[src/rtl/calc_issue_ctrl_if.sv]
// Command, calculator and result bundle for calc_issue_ctrl.
// The slave modport is the controller side. The master modport is the host/calculator side.
interface calc_issue_ctrl_if #(
   parameter int WIDTH = 16,
   parameter int TAG_W = 8
);
   logic             cmd_valid;
   logic             cmd_ready;
   logic [2:0]       cmd_op;
   logic [WIDTH-1:0] cmd_a;
   logic [WIDTH-1:0] cmd_b;
   logic [2:0]       operation;
   logic [WIDTH-1:0] opa_calc;
   logic [WIDTH-1:0] opb_calc;
   logic [WIDTH-1:0] out_calc;
   logic             res_valid;
   logic             res_ready;
   logic [WIDTH-1:0] res_data;
   logic [TAG_W-1:0] res_tag;
   logic             res_err;

   modport slave (
      input  cmd_valid, cmd_op, cmd_a, cmd_b, out_calc, res_ready,
      output cmd_ready, operation, opa_calc, opb_calc, res_valid, res_data, res_tag, res_err
   );

   modport master (
      output cmd_valid, cmd_op, cmd_a, cmd_b, out_calc, res_ready,
      input  cmd_ready, operation, opa_calc, opb_calc, res_valid, res_data, res_tag, res_err
   );
endinterface

[src/rtl/calc_issue_ctrl.sv]
// Command FIFO plus an issue FSM in front of the integer calculator.
// It holds the operands for CALC_LAT edges, samples out_calc, and returns a tagged result.
module calc_issue_ctrl #(
   parameter int WIDTH      = 16,
   parameter int FIFO_DEPTH = 4,
   parameter int CALC_LAT   = 2,
   parameter int TAG_W      = 8
) (
   input  logic               clk,
   input  logic               rst_n,
   calc_issue_ctrl_if.slave   bus,
   output logic               busy
);
   localparam int PW = (FIFO_DEPTH > 1) ? $clog2(FIFO_DEPTH) : 1;
   localparam int CW = PW + 1;
   localparam int LW = (CALC_LAT > 1) ? $clog2(CALC_LAT + 1) : 1;

   typedef struct packed {
      logic [2:0]       op;
      logic [WIDTH-1:0] a;
      logic [WIDTH-1:0] b;
      logic [TAG_W-1:0] tag;
   } entry_t;

   typedef enum logic [1:0] {IDLE, WAIT, DONE} state_t;

   entry_t           mem_q [FIFO_DEPTH];
   logic [PW-1:0]    wr_q, rd_q;
   logic [CW-1:0]    count_q, count_d;
   logic [TAG_W-1:0] tag_q;
   state_t           state_q, state_d;
   logic [LW-1:0]    wcnt_q, wcnt_d;
   logic [2:0]       op_q, op_d;
   logic [WIDTH-1:0] opa_q, opa_d, opb_q, opb_d;
   logic [TAG_W-1:0] cur_tag_q, cur_tag_d;
   logic             res_valid_q, res_valid_d;
   logic [WIDTH-1:0] res_data_q, res_data_d;
   logic [TAG_W-1:0] res_tag_q, res_tag_d;
   logic             res_err_q, res_err_d;
   logic             push, pop;
   entry_t           head;

   // A full FIFO refuses a push, even when a pop happens on the same edge.
   assign bus.cmd_ready = (count_q < CW'(FIFO_DEPTH));
   assign push          = bus.cmd_valid & bus.cmd_ready;
   assign head          = mem_q[rd_q];

   assign bus.operation = op_q;
   assign bus.opa_calc  = opa_q;
   assign bus.opb_calc  = opb_q;
   assign bus.res_valid = res_valid_q;
   assign bus.res_data  = res_data_q;
   assign bus.res_tag   = res_tag_q;
   assign bus.res_err   = res_err_q;
   assign busy          = (state_q != IDLE) | (count_q != '0);

   always_ff @(posedge clk) begin
      if (push) mem_q[wr_q] <= '{op: bus.cmd_op, a: bus.cmd_a, b: bus.cmd_b, tag: tag_q};
   end

   always_comb begin
      count_d = count_q;
      case ({push, pop})
         2'b10:   count_d = count_q + 1'b1;
         2'b01:   count_d = count_q - 1'b1;
         default: count_d = count_q;
      endcase
   end

   always_comb begin
      state_d     = state_q;
      wcnt_d      = wcnt_q;
      op_d        = op_q;
      opa_d       = opa_q;
      opb_d       = opb_q;
      cur_tag_d   = cur_tag_q;
      res_valid_d = res_valid_q;
      res_data_d  = res_data_q;
      res_tag_d   = res_tag_q;
      res_err_d   = res_err_q;
      pop         = 1'b0;
      case (state_q)
         IDLE: begin
            if (count_q != '0) begin
               pop = 1'b1;
               // Faulting commands complete here and never reach the calculator.
               if (head.op > 3'b100 || ((head.op == 3'b011 || head.op == 3'b100) && head.b == '0)) begin
                  res_data_d  = (head.op == 3'b011) ? '1 : (head.op == 3'b100) ? head.a : '0;
                  res_err_d   = 1'b1;
                  res_valid_d = 1'b1;
                  res_tag_d   = head.tag;
                  state_d     = DONE;
               end else begin
                  op_d      = head.op;
                  opa_d     = head.a;
                  opb_d     = head.b;
                  cur_tag_d = head.tag;
                  wcnt_d    = LW'(CALC_LAT);
                  state_d   = WAIT;
               end
            end
         end
         WAIT: begin
            wcnt_d = wcnt_q - 1'b1;
            if (wcnt_q == LW'(1)) begin
               res_data_d  = bus.out_calc;
               res_err_d   = 1'b0;
               res_valid_d = 1'b1;
               res_tag_d   = cur_tag_q;
               state_d     = DONE;
            end
         end
         DONE: begin
            if (bus.res_ready) begin
               res_valid_d = 1'b0;
               state_d     = IDLE;
            end
         end
         default: state_d = IDLE;
      endcase
   end

   always_ff @(posedge clk or negedge rst_n) begin
      if (!rst_n) begin
         wr_q        <= '0;
         rd_q        <= '0;
         count_q     <= '0;
         tag_q       <= '0;
         state_q     <= IDLE;
         wcnt_q      <= '0;
         op_q        <= '0;
         opa_q       <= '0;
         opb_q       <= '0;
         cur_tag_q   <= '0;
         res_valid_q <= 1'b0;
         res_data_q  <= '0;
         res_tag_q   <= '0;
         res_err_q   <= 1'b0;
      end else begin
         if (push) begin
            wr_q  <= wr_q + 1'b1;
            tag_q <= tag_q + 1'b1;
         end
         if (pop) rd_q <= rd_q + 1'b1;
         count_q     <= count_d;
         state_q     <= state_d;
         wcnt_q      <= wcnt_d;
         op_q        <= op_d;
         opa_q       <= opa_d;
         opb_q       <= opb_d;
         cur_tag_q   <= cur_tag_d;
         res_valid_q <= res_valid_d;
         res_data_q  <= res_data_d;
         res_tag_q   <= res_tag_d;
         res_err_q   <= res_err_d;
      end
   end
endmodule

[src/flat_wrapper.sv]
// flat-port wrapper written by rule: the top's interface ports become plain ports
module calc_issue_ctrl_flat 
#(
   parameter int WIDTH      = 16,
   parameter int FIFO_DEPTH = 4,
   parameter int CALC_LAT   = 2,
   parameter int TAG_W      = 8
)
  (clk, rst_n, busy, bus_cmd_valid, bus_cmd_op, bus_cmd_a, bus_cmd_b, bus_out_calc, bus_res_ready, bus_cmd_ready, bus_operation, bus_opa_calc, bus_opb_calc, bus_res_valid, bus_res_data, bus_res_tag, bus_res_err);
  calc_issue_ctrl_if #(.WIDTH(WIDTH), .TAG_W(TAG_W)) bus_i ();
  input  logic clk;
  input  logic rst_n;
  output logic busy;
  input wire logic [$bits(bus_i.cmd_valid)-1:0] bus_cmd_valid;
  input wire logic [$bits(bus_i.cmd_op)-1:0] bus_cmd_op;
  input wire logic [$bits(bus_i.cmd_a)-1:0] bus_cmd_a;
  input wire logic [$bits(bus_i.cmd_b)-1:0] bus_cmd_b;
  input wire logic [$bits(bus_i.out_calc)-1:0] bus_out_calc;
  input wire logic [$bits(bus_i.res_ready)-1:0] bus_res_ready;
  output wire logic [$bits(bus_i.cmd_ready)-1:0] bus_cmd_ready;
  output wire logic [$bits(bus_i.operation)-1:0] bus_operation;
  output wire logic [$bits(bus_i.opa_calc)-1:0] bus_opa_calc;
  output wire logic [$bits(bus_i.opb_calc)-1:0] bus_opb_calc;
  output wire logic [$bits(bus_i.res_valid)-1:0] bus_res_valid;
  output wire logic [$bits(bus_i.res_data)-1:0] bus_res_data;
  output wire logic [$bits(bus_i.res_tag)-1:0] bus_res_tag;
  output wire logic [$bits(bus_i.res_err)-1:0] bus_res_err;
  assign bus_i.cmd_valid = bus_cmd_valid;
  assign bus_i.cmd_op = bus_cmd_op;
  assign bus_i.cmd_a = bus_cmd_a;
  assign bus_i.cmd_b = bus_cmd_b;
  assign bus_i.out_calc = bus_out_calc;
  assign bus_i.res_ready = bus_res_ready;
  assign bus_cmd_ready = bus_i.cmd_ready;
  assign bus_operation = bus_i.operation;
  assign bus_opa_calc = bus_i.opa_calc;
  assign bus_opb_calc = bus_i.opb_calc;
  assign bus_res_valid = bus_i.res_valid;
  assign bus_res_data = bus_i.res_data;
  assign bus_res_tag = bus_i.res_tag;
  assign bus_res_err = bus_i.res_err;
  calc_issue_ctrl #(.WIDTH(WIDTH), .FIFO_DEPTH(FIFO_DEPTH), .CALC_LAT(CALC_LAT), .TAG_W(TAG_W)) u_core (.clk(clk), .rst_n(rst_n), .bus(bus_i), .busy(busy));
endmodule
[config.mk]
export PLATFORM = sky130hd
export DESIGN_NAME = calc_issue_ctrl_flat
export DESIGN_NICKNAME = d
export VERILOG_FILES = /design/src/rtl/calc_issue_ctrl_if.sv /design/src/rtl/calc_issue_ctrl.sv /design/src/flat_wrapper.sv
export SDC_FILE = /design/constraint.sdc
export NUM_CORES = 1
export LEC_CHECK = 0
export ABC_CLOCK_PERIOD_IN_PS = 3600
export CORE_MARGIN = 5
export CORE_UTILIZATION = 56
export DETAILED_ROUTE_END_ITERATION = 8
export GPL_TIMING_DRIVEN = 0
export HOLD_SLACK_MARGIN = 0.03
export PLACE_DENSITY = 0.86
export SETUP_SLACK_MARGIN = 0.5
export SLEW_MARGIN = 20
export SYNTH_ARGS = -nofsm -noshare
export SYNTH_HDL_FRONTEND = slang
export SYNTH_SLANG_ARGS = --single-unit
[constraint.sdc]
create_clock -name clk -period 3.6 [get_ports clk]
set_input_delay 1.08 -clock clk [delete_from_list [all_inputs] [get_ports clk]]
set_output_delay 1.08 -clock clk [all_outputs]
set_load 0.1 [all_outputs]
==> run summary, run 1 <==
status: complete, no violations
critical path fanouts, max: 2
I/O Buffers: 117
io pins: 118
FF+latch area: 7367 sq um
GRT Max-Usage Layer: met2
CTS tree: yes
worst path buffer plus inverter count: 1
Mux area share: 18.56%
H-tree depth: 1
max reg flops: 172
hold wc startpoint: u_core.count_q[0]$_DFFE_PN0P_
hold worst-path end: u_core.count_q[0]$_DFFE_PN0P_
RR Endpoint: u_core.bus.res_data[14]$_DFFE_PN0P_
met1 Use GR: 26.15%
Crit. End Element: output pin
largest net degree at the start of global routing: 55
clk buf depth: 3
Post-CTS Setup Inserts: 0
Place WS: 0.2117 ns
clk ins delay skew pair: 0.53 ns
vias in the first global route: 5,999
post-DR wirelength/cell: 22.58 um
setup_tns: 0 ns
cells in synth_stat.txt: 538
Final min period: 3.065 ns
critical-path cell list: clkdlybuf4s50_1
crit path DAT: 1.98 ns
Initial DRC Count: 307
cell count of the worst reg-to-reg path: 10
cell family with most CP delay: buffers and inverters
core area: 17,960 sq um
Post-Place Cells: 885
Detailed Place HPWL: 13,880 um
antenna violations before repair: 0
Top cells excl fill/tap: edfxtp_1 (172), dfrtp_1 (88), dlygate4sd2_1 (56)
layout cells sized above 1: 20.28%
RSZ-0062 raised after global routing: yes
OpenROAD warning count: 31
CTS sink count: 260
Cells after Synth: 538
Area Overhead vs Synth: 23.59%
yosys adder share: 1.053%
#FFs+latches synth: 260
Setup crit end: bus_res_tag[6]
Fillers: 1,078
vias per inst: 5.792
Worst Hold Depth: 1
Nets: 753
total track usage: 19.83%
Max Slew Vio Count: 0
fin crit share: 85.13%
DR WL met3: 1292 um
Top logic family: multiplexers
Finished Core Util: 70.28%
Post-CTS Hold Fix Bufs: 0
chip width: 145.1 um
Slew headroom: 32.04%
r2r startpoint: u_core.rd_q[1]$_DFFE_PN0P_
-- run 1: cell usage after synthesis, drive strengths merged --
master / instances
a211o: 1
a21o: 4
a21oi: 1
a221oi: 1
a2bb2oi: 1
a41oi: 1
and2: 4
and3: 1
and3b: 1
and4b: 1
buf: 15
clkbuf: 13
dfrtp: 88
edfxtp: 172
fa: 1
ha: 7
inv: 12
mux2: 74
mux2i: 3
mux4: 43
nand2: 21
nand2b: 1
nand3: 3
nand4: 1
nor2: 10
nor2b: 3
nor3: 2
nor3b: 1
nor4: 4
o21ai: 33
o31a: 1
xnor2: 8
xor2: 6
-- run 1: final cells by class --
type                       instances  area share (%)
buffer                            28           1.635
clock buffer                      34           5.550
clock inverter                    14           1.348
inverter                          12          0.3568
multi-input combinational        238           21.10
sequential                       260           58.35
tap                              229           2.270
timing repair buffer             124           9.386
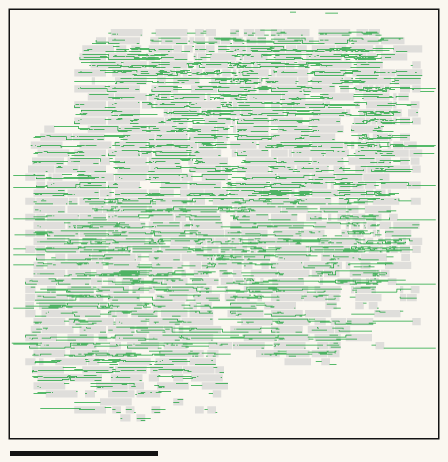
run_1/met1.png
The bar under the picture is 50 um long. Cells faint in the background.
wire length on this layer: 8,320 um
main direction: horizontal
share of all routed wire: 39%

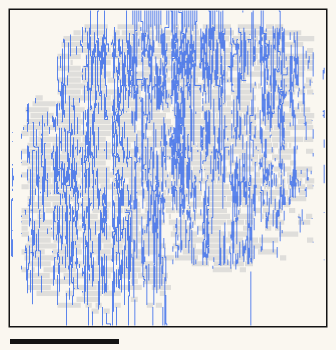
run_1/met2.png
The bar under the picture is 50 um long. Cells faint in the background.
share of all routed wire: 52%
nets with wire on the layer: 700
WL final: 21,210 um
grt met2 use: 33.65%
via count: 5,439

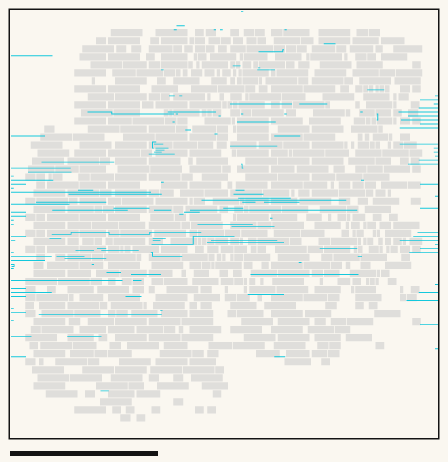
run_1/met3.png
The bar under the picture is 50 um long. Cells faint in the background.
main direction: horizontal
wire length on this layer: 1,290 um
longest straight run: 56.4 um
met3 Track Usage GR: 3.929%

--- run 2 (diff from run 1) ---
HOLD_SLACK_MARGIN = 0.05   (was 0.03)
PLACE_DENSITY = 0.85   (was 0.86)
SKIP_LAST_GASP = 1   (was unset)
==> run 2 against run 1 <==
  * Area after synthesis unchanged
  * Fmax increased by 2.6%
  * Hold slack got worse by 0.14 ns
  * Non-clock buffer count shrank 2
  * Flip-flop count is the same
  * Routed wire length rose by 2.2%
  * Largest cell class unchanged
  * Die size did not move
==> run summary, run 2 <==
CTS tree: yes
YS warnings: 0
vias per inst: 5.904 (+1.9%)
Area after DPL: 11,730 sq um
total grt overflow: 0
Setup crit end: u_core.bus.res_data[13]$_DFFE_PN0P_
critical path fanouts, max: 10 (+8)
max reg flops: 172 (unchanged)
RR Endpoint: u_core.bus.res_data[13]$_DFFE_PN0P_
CTS sink count: 260 (unchanged)
Final WS setup: 0.6126 ns
number of max-cap violations: 0
Slew headroom: 31.26% (-0.78 points)
cells in synth_stat.txt: 538 (unchanged)
crit path launch: u_core.rd_q[0]$_DFFE_PN0P_
row cnt: 49
Post-CTS Setup Inserts: 0 (unchanged)
Post-synth EDFFs: 172 (unchanged)
RSZ-0062 raised after global routing: no
CTS clk-pin slew, worst paths: 0.07 ns
main flop type: edfxtp_1
Top cells excl fill/tap: edfxtp_1 (172), dfrtp_1 (88), dlygate4sd2_1 (59)
ys async rst share: 33.85% (unchanged)
Nets: 751 (-0.27%)
cell family with most CP delay: multiplexers
OpenROAD warning count: 30 (-3.2%)
cell count of the worst reg-to-reg path: 10 (unchanged)
worst path buffer plus inverter count: 4 (+3)
Top logic family: multiplexers
fin crit share: 82.98% (-2.1 points)
critical-path cell list: buf_12, buf_8, mux4_2, nor4_2, nand2_1, and4b_4, o31a_1, buf_6, buf_8, mux2_4
vias in the first global route: 5,970 (-0.48%)
Simple Share, Synth: 2.536%
yosys adder share: 1.053% (unchanged)
Crit Path Class: reg -> reg
chip width: 145.1 um (unchanged)
core area: 17,960 sq um (unchanged)
layout cells sized above 1: 20.48% (+0.20 points)
post-DR wirelength/cell: 23.14 um (+2.5%)
status: complete, no violations
Initial DRC Count: 430 (+40%)
XOR Share, Synth: 1.200%
Post-CTS Hold Fix Bufs: 0 (unchanged)
H-tree depth: 1 (unchanged)
clk buf depth: 3 (unchanged)
synthesis area per yosys: 10,210 sq um
Crit. End Element: flip-flop
Max Slew Vio Count: 0 (unchanged)
Finished Core Util: 71.01% (+0.73 points)
Mux area share: 18.56% (unchanged)
n_diodes: 0
Post-Place Cells: 886 (+0.11%)
r2r startpoint: u_core.rd_q[0]$_DFFE_PN0P_
clk root buf: clkbuf_16
most numerous logic cell after layout: edfxtp_1
CP Launch Type: flip-flop
clk ins delay skew pair: 0.53 ns (about the same)
top cells by count: edfxtp_1 (172), dfrtp_1 (88), mux2_1 (49), mux4_2 (43), o21ai_0 (33)
Detailed Place HPWL: 13,730 um (-1.1%)
CTS buffer count: 26
antenna violations before repair: 0 (unchanged)
Top cells by area: edfxtp_1 (51%), dfrtp_1 (22%), mux4_2 (9.5%), mux2_1 (5.4%), mux2_4 (2.5%)
final-report hold violation count: 0
Die Height: 145.1 um
first-pass GRT wire length: 34,200 um
Area Overhead vs Synth: 24.88%
cell with the most instances after synthesis: edfxtp_1
Distinct cells, synth: 39
via count: 5,532 (+1.7%)
WP depth: 10
setup_tns: 0 ns (unchanged)
Post-Syn Nets: 601
Cells after Synth: 538 (unchanged)
fp_density: 56.86%
#FFs+latches synth: 260 (unchanged)
crit path DAT: 3.39 ns (+1.41 ns)
I/O Buffers: 117 (unchanged)
Place WS: 0.2785 ns (+0.06683 ns)
Final min period: 2.987 ns (-0.07717 ns)
Crit path top cell by count: buf_8
CP peak stage delay: 0.53 ns
io pins: 118 (unchanged)
Post-Layout Cell Count: 937
largest net degree at the start of global routing: 58 (+5.5%)
yosys aoi share: 2.462%
run 2: layer usage:
layer | track usage [%] | wire, um
met5 | 0 | 0
met4 | 6.157 | 687
met3 | 4.303 | 1364
met2 | 35.40 | 11250
met1 | 26.36 | 8379
run 2: area by class of cell:
class / count / area [sq um]
flip-flops and latches: 260 / 7367
fillers: 1046 / 5207
multi-input cells: 238 / 2663
repair buffers: 122 / 1167
clock buffers: 33 / 716.9
well taps: 229 / 286.5
clock inverters: 15 / 279.0
plain buffers: 28 / 231.5
inverters: 12 / 45.04
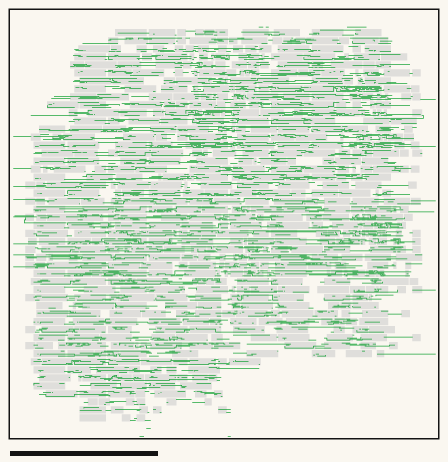
run_2/met1.png
The bar under the picture is 50 um long. Cells faint in the background.
main direction: horizontal
longest straight run: 39.6 um
WL final: 21,680 um
met1 Use GR: 26.36%

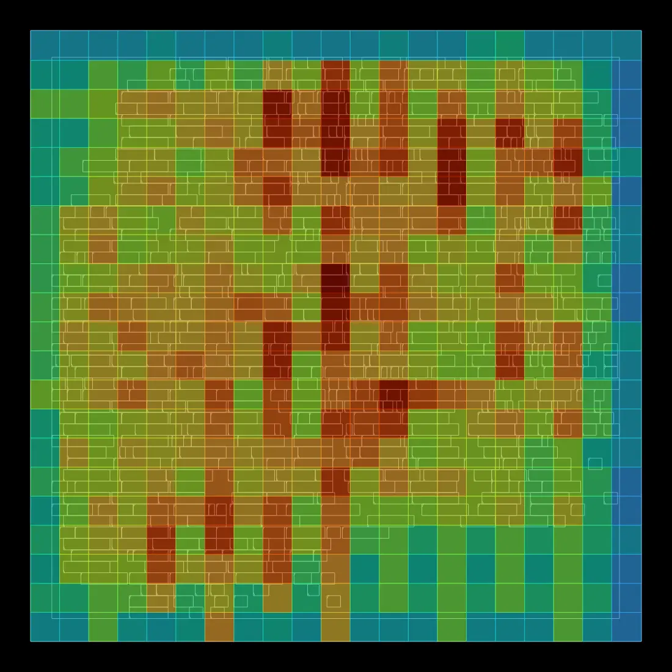
run_2/final_congestion.png
grt met2 use: 35.40%
total track usage: 20.47%
met3 Track Usage GR: 4.303%

